closeup.png
Region (61, 82) to (111, 132) µm. Cells in grey, sequential cells in the stronger grey; small squares are vias.
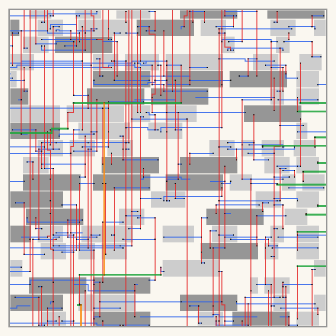
m3.png
Drawn at 3 px/µm.
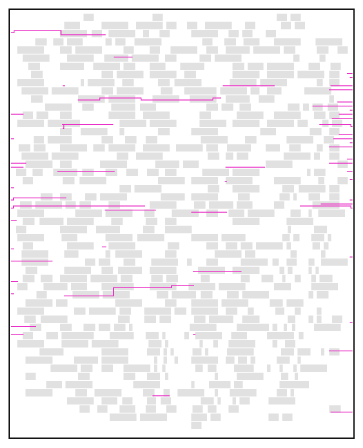
pinout.png
Drawn at 3 px/µm. Pins as bars across the die edge, other pins in grey.
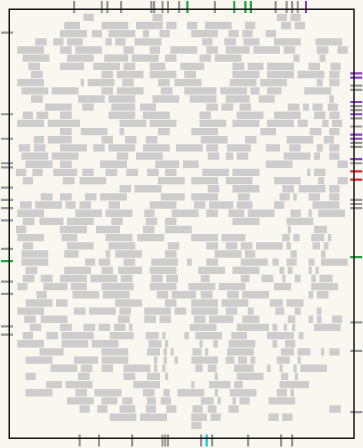
m4.png
Drawn at 3 px/µm. Supply wires on this layer in grey.
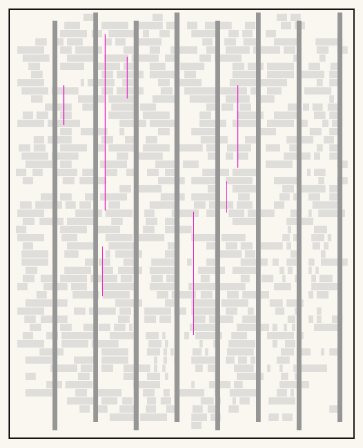
clock_nets.png
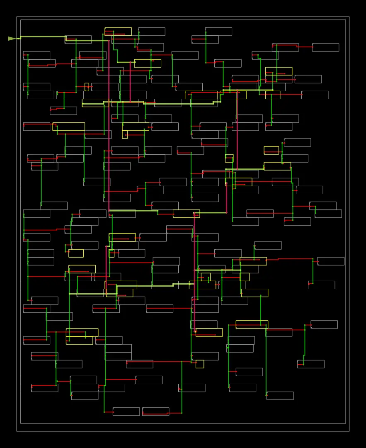
==> config.mk <==
export PLATFORM = sky130hd
export DESIGN_NAME = alu_issuer
export DESIGN_NICKNAME = d
export VERILOG_FILES = /design/src/rtl/alu_issuer_pkg.sv /design/src/rtl/alu_issuer_fifo.sv /design/src/rtl/alu_issuer.sv
export SDC_FILE = /design/constraint.sdc
export NUM_CORES = 1
export LEC_CHECK = 0
export CAP_MARGIN = 20
export CELL_PAD_IN_SITES_DETAIL_PLACEMENT = 1
export CELL_PAD_IN_SITES_GLOBAL_PLACEMENT = 2
export CORE_ASPECT_RATIO = 1.25
export CORE_UTILIZATION = 39
export DETAILED_ROUTE_END_ITERATION = 10
export GPL_TIMING_DRIVEN = 0
export PLACE_DENSITY_LB_ADDON = 0.1
export SYNTH_ARGS = -nofsm -noshare
export SYNTH_HDL_FRONTEND = slang
export SYNTH_HIERARCHICAL = 1
export SYNTH_SLANG_ARGS = --single-unit
export TNS_END_PERCENT = 30
==> constraint.sdc <==
create_clock -name clk -period 3.5 [get_ports clk]
set_input_delay 0.7 -clock clk [delete_from_list [all_inputs] [get_ports clk]]
set_output_delay 0.7 -clock clk [all_outputs]
set_load 0.005 [all_outputs]
==> src/rtl/alu_issuer_pkg.sv <==
// alu_issuer shared definitions
// opcodes, status codes, FSM states, request bundle
package alu_issuer_pkg;

  localparam logic [5:0] OP_ADD  = 6'h00;
  localparam logic [5:0] OP_SUB  = 6'h01;
  localparam logic [5:0] OP_MUL  = 6'h02;
  localparam logic [5:0] OP_DIV  = 6'h03;
  localparam logic [5:0] OP_AND  = 6'h04;
  localparam logic [5:0] OP_OR   = 6'h05;
  localparam logic [5:0] OP_XOR  = 6'h06;
  localparam logic [5:0] OP_NOT  = 6'h07;
  localparam logic [5:0] OP_CMP  = 6'h08;
  localparam logic [5:0] OP_LAST = 6'h08;

  localparam logic [1:0] ST_OK      = 2'b00;
  localparam logic [1:0] ST_ILLEGAL = 2'b01;
  localparam logic [1:0] ST_TIMEOUT = 2'b10;

  localparam logic [1:0] S_IDLE = 2'd0;
  localparam logic [1:0] S_WAIT = 2'd1;
  localparam logic [1:0] S_RESP = 2'd2;

  typedef struct packed {
    logic [5:0] op;
    logic [7:0] a;
    logic [7:0] b;
  } req_t;

  function automatic logic op_legal(
    input logic [5:0] op
  );
    return op <= OP_LAST;
  endfunction

endpackage

==> src/rtl/alu_issuer_fifo.sv <==
// alu_req_fifo: in-order request buffer
// power-of-2 depth, pointers wrap naturally
module alu_req_fifo
  import alu_issuer_pkg::*;
#(
  parameter int DEPTH = 4
) (
  input  logic clk,
  input  logic reset,
  input  logic push,
  input  logic pop,
  input  req_t wdata,
  output req_t rdata,
  output logic full,
  output logic empty
);

  localparam int AW = $clog2(DEPTH);

  req_t            mem_q [DEPTH];
  req_t            mem_d [DEPTH];
  logic [AW-1:0]   wr_ptr_q, wr_ptr_d;
  logic [AW-1:0]   rd_ptr_q, rd_ptr_d;
  logic [AW:0]     cnt_q, cnt_d;
  logic            do_push;
  logic            do_pop;

  assign full    = cnt_q == (AW+1)'(DEPTH);
  assign empty   = cnt_q == '0;
  assign do_push = push & ~full;
  assign do_pop  = pop & ~empty;
  assign rdata   = mem_q[rd_ptr_q];

  // next pointers, count and storage
  always_comb begin
    mem_d    = mem_q;
    wr_ptr_d = wr_ptr_q;
    rd_ptr_d = rd_ptr_q;
    cnt_d    = cnt_q;
    if (do_push) begin
      mem_d[wr_ptr_q] = wdata;
      wr_ptr_d        = wr_ptr_q + 1'b1;
    end
    if (do_pop) begin
      rd_ptr_d = rd_ptr_q + 1'b1;
    end
    unique case ({do_push, do_pop})
      2'b10:   cnt_d = cnt_q + 1'b1;
      2'b01:   cnt_d = cnt_q - 1'b1;
      default: cnt_d = cnt_q;
    endcase
  end

  // state registers
  always_ff @(posedge clk or negedge reset) begin
    if (!reset) begin
      for (int i = 0; i < DEPTH; i++) begin
        mem_q[i] <= '0;
      end
      wr_ptr_q <= '0;
      rd_ptr_q <= '0;
      cnt_q    <= '0;
    end else begin
      mem_q    <= mem_d;
      wr_ptr_q <= wr_ptr_d;
      rd_ptr_q <= rd_ptr_d;
      cnt_q    <= cnt_d;
    end
  end

endmodule

==> src/rtl/alu_issuer.sv <==
// alu_issuer: queues ALU requests, runs the
// start/done handshake, returns result + status
module alu_issuer
  import alu_issuer_pkg::*;
#(
  parameter int DEPTH   = 4,
  parameter int TIMEOUT = 16
) (
  input  logic       clk,
  input  logic       reset,
  input  logic       req_valid,
  output logic       req_ready,
  input  logic [5:0] req_op,
  input  logic [7:0] req_a,
  input  logic [7:0] req_b,
  output logic [7:0] alu_a,
  output logic [7:0] alu_b,
  output logic [5:0] alu_op,
  output logic       alu_start,
  input  logic [7:0] alu_result,
  input  logic       alu_done,
  output logic       rsp_valid,
  input  logic       rsp_ready,
  output logic [7:0] rsp_data,
  output logic [1:0] rsp_err,
  output logic       busy
);

  localparam int CW = $clog2(TIMEOUT + 1);
  localparam logic [CW-1:0] CNT_LAST = CW'(TIMEOUT - 1);

  logic [1:0]    state_q, state_d;
  logic [CW-1:0] cnt_q, cnt_d;
  logic [7:0]    alu_a_q, alu_a_d;
  logic [7:0]    alu_b_q, alu_b_d;
  logic [5:0]    alu_op_q, alu_op_d;
  logic          start_q, start_d;
  logic          rsp_valid_q, rsp_valid_d;
  logic [7:0]    rsp_data_q, rsp_data_d;
  logic [1:0]    rsp_err_q, rsp_err_d;

  req_t req_in;
  req_t head;
  logic fifo_full;
  logic fifo_empty;
  logic fifo_pop;

  assign req_in = {req_op, req_a, req_b};

  alu_req_fifo #(
    .DEPTH (DEPTH)
  ) u_fifo (
    .clk   (clk),
    .reset (reset),
    .push  (req_valid),
    .pop   (fifo_pop),
    .wdata (req_in),
    .rdata (head),
    .full  (fifo_full),
    .empty (fifo_empty)
  );

  assign req_ready = ~fifo_full;
  assign alu_a     = alu_a_q;
  assign alu_b     = alu_b_q;
  assign alu_op    = alu_op_q;
  assign alu_start = start_q;
  assign rsp_valid = rsp_valid_q;
  assign rsp_data  = rsp_data_q;
  assign rsp_err   = rsp_err_q;
  assign busy      = (state_q != S_IDLE) | ~fifo_empty;

  // issue / wait / respond sequencing
  always_comb begin
    state_d     = state_q;
    cnt_d       = cnt_q;
    alu_a_d     = alu_a_q;
    alu_b_d     = alu_b_q;
    alu_op_d    = alu_op_q;
    start_d     = start_q;
    rsp_valid_d = rsp_valid_q;
    rsp_data_d  = rsp_data_q;
    rsp_err_d   = rsp_err_q;
    fifo_pop    = 1'b0;
    case (state_q)
      S_IDLE: begin
        if (!fifo_empty) begin
          fifo_pop = 1'b1;
          if (op_legal(head.op)) begin
            alu_a_d  = head.a;
            alu_b_d  = head.b;
            alu_op_d = head.op;
            start_d  = 1'b1;
            cnt_d    = '0;
            state_d  = S_WAIT;
          end else begin
            rsp_data_d  = '0;
            rsp_err_d   = ST_ILLEGAL;
            rsp_valid_d = 1'b1;
            state_d     = S_RESP;
          end
        end
      end
      S_WAIT: begin
        if (alu_done) begin
          rsp_data_d  = alu_result;
          rsp_err_d   = ST_OK;
          rsp_valid_d = 1'b1;
          start_d     = 1'b0;
          state_d     = S_RESP;
        end else if (cnt_q == CNT_LAST) begin
          rsp_data_d  = '0;
          rsp_err_d   = ST_TIMEOUT;
          rsp_valid_d = 1'b1;
          start_d     = 1'b0;
          state_d     = S_RESP;
        end else begin
          cnt_d = cnt_q + 1'b1;
        end
      end
      S_RESP: begin
        if (rsp_ready) begin
          rsp_valid_d = 1'b0;
          state_d     = S_IDLE;
        end
      end
      default: begin
        state_d = S_IDLE;
      end
    endcase
  end

  // state registers
  always_ff @(posedge clk or negedge reset) begin
    if (!reset) begin
      state_q     <= S_IDLE;
      cnt_q       <= '0;
      alu_a_q     <= '0;
      alu_b_q     <= '0;
      alu_op_q    <= '0;
      start_q     <= 1'b0;
      rsp_valid_q <= 1'b0;
      rsp_data_q  <= '0;
      rsp_err_q   <= ST_OK;
    end else begin
      state_q     <= state_d;
      cnt_q       <= cnt_d;
      alu_a_q     <= alu_a_d;
      alu_b_q     <= alu_b_d;
      alu_op_q    <= alu_op_d;
      start_q     <= start_d;
      rsp_valid_q <= rsp_valid_d;
      rsp_data_q  <= rsp_data_d;
      rsp_err_q   <= rsp_err_d;
    end
  end

endmodule

==> impl_metrics.yaml <==
# yosys + openroad results
hold_path:
  hp-class: "input port to async pin"
drt:
  via_per_inst: 5.048
  postRouteAntennaNets: 0
  drt-met1-wl_mm: 5.394
clock_network:
  cts_htree_levels: 4
  clockBufferDepth: 2
  cts_setup_buffers: 0
  ctsResizeCount: 0
status:
  status: "finished, final reports clean"
placement:
  numPlacedInstances: 676
worst_setup_path:
  crit_start: "u_fifo/rd_ptr_q[1]"
  reg2reg_depth: 7
  slowest_delay_ps: 690
  crit_path_end_kind: "register"
  cp_top_family: "buffers and inverters"
  cp.required_ps: 3800
cells_and_area:
  signal_buffers: 88
  stdcell_count: 708
  clkbuf_count: 21
  logic_gates: 228
  nonClkBufAreaFrac: 0.1110
  largest_reg_flops: 88
  diodes: 0
  seq_cell_count: 136
  final-seq-area_um2: 3403
  finalNetCount: 529
pwr:
  clkPwrFrac: 0.253
  pwr-share-comb: 0.402
  sw_frac_of_total: 0.3012
  p_seq_frac: 0.345
sta:
  rsz0062_at_grt: "false"
  timing.setup.tns_ps: 0
  worstMarginPinSlew_ps: 866.2
synthesis:
  synth.avg_cell_area_um2: 15.64
  synth_nets: 440
  top_area_cell: "dfrtp_1"
  ys_async_sr_fraction: 1.000
  yosys_register_bits: 136
  postSynthSeqShare: 0.5523
global_route:
  gr-total-overflow: 0
  grtUsageTotal: 0.1869
  antenna_found_initial: 0
  met1_usage: 0.2160
  use_met2: 0.3314
die:
  chip_area_um2: 16310
  io-pin-count: 71
-- closeup.png (at the start) --
legend:
  green:
    layer: M3
  blue:
    layer: M1
  orange:
    layer: M4
  red:
    layer: M2
most frequent: dfrtp_1 (26), mux2_2 (22), clkdlybuf4s50_1 (17)
cells with their middle in the window: 91
sequential cells in the window: 26
netlist names of flops here include: u_fifo/mem_q (13), rsp_data (7), alu_op (4)

-- m3.png (at the start) --
share of all routed wire: 3.7%
nets with wire on the layer: 44
wire length on this layer: 494 µm
met3 usage: 0.04770
via count: 3574
final wirelength: 13.44 mm

-- pinout.png (at the start) --
legend:
  purple:
    port: rsp_data
    pins: 8
    direction: output
    edge: 7 right, 1 top
  red:
    port: rsp_err
    pins: 2
    direction: output
    edge: right
  green:
    port: req_op
    pins: 6
    direction: input
    edge: 4 top, 1 right, 1 left
  cyan:
    port: req_ready
    pins: 1
    direction: output
    edge: bottom
all pins by edge: 25 right, 19 top, 15 left, 12 bottom
port bufs: 69
Die H: 142.5 µm
Die Width: 114.4 µm

-- m4.png (at the start) --
longest straight run: 58.5 µm
main direction: vertical
share of all routed wire: 1.3%
nets with wire on the layer: 3

-- clock_nets.png (at the start) --
Skew-Pair Late Insertion Delay: 420 ps
Clock Skew: 10.11 ps
CTS Sinks: 136
CTS buffer count: 17
Clock group: 2000 µW

cell families after synthesis:
family | after synthesis | synth area share
flops | 136 | 0.5523
compound gates | 25 | 0.03127
buf+inv | 30 | 0.03127
simple gates | 42 | 0.03919
fa+ha+maj | 11 | 0.02355
xor+xnor | 6 | 0.008529
mux | 144 | 0.3139
stage by stage:
step	total power (µW)	instance area, µm²	setup WS [ps]
final	7908	7810	355.5
after global routing	8424	7810	216.5
after CTS	8047	7810	340.8
after detailed placement	6000	7147	363.8
after global placement	5864	7118	-3732
after floorplan	4956	6162	918.8
layout by cell type, fill, tap and decap left out, types with 10 or more instances in the layout:
cell type	count
mux2_4	18
dfrtp_1	136
clkdlybuf4s50_1	68
ha_1	10
buf_6	11
mux4_2	22
nand2_1	10
mux2_2	102
inv_1	12
clkbuf_16	17
Power is estimated from default activity; no workload was simulated.
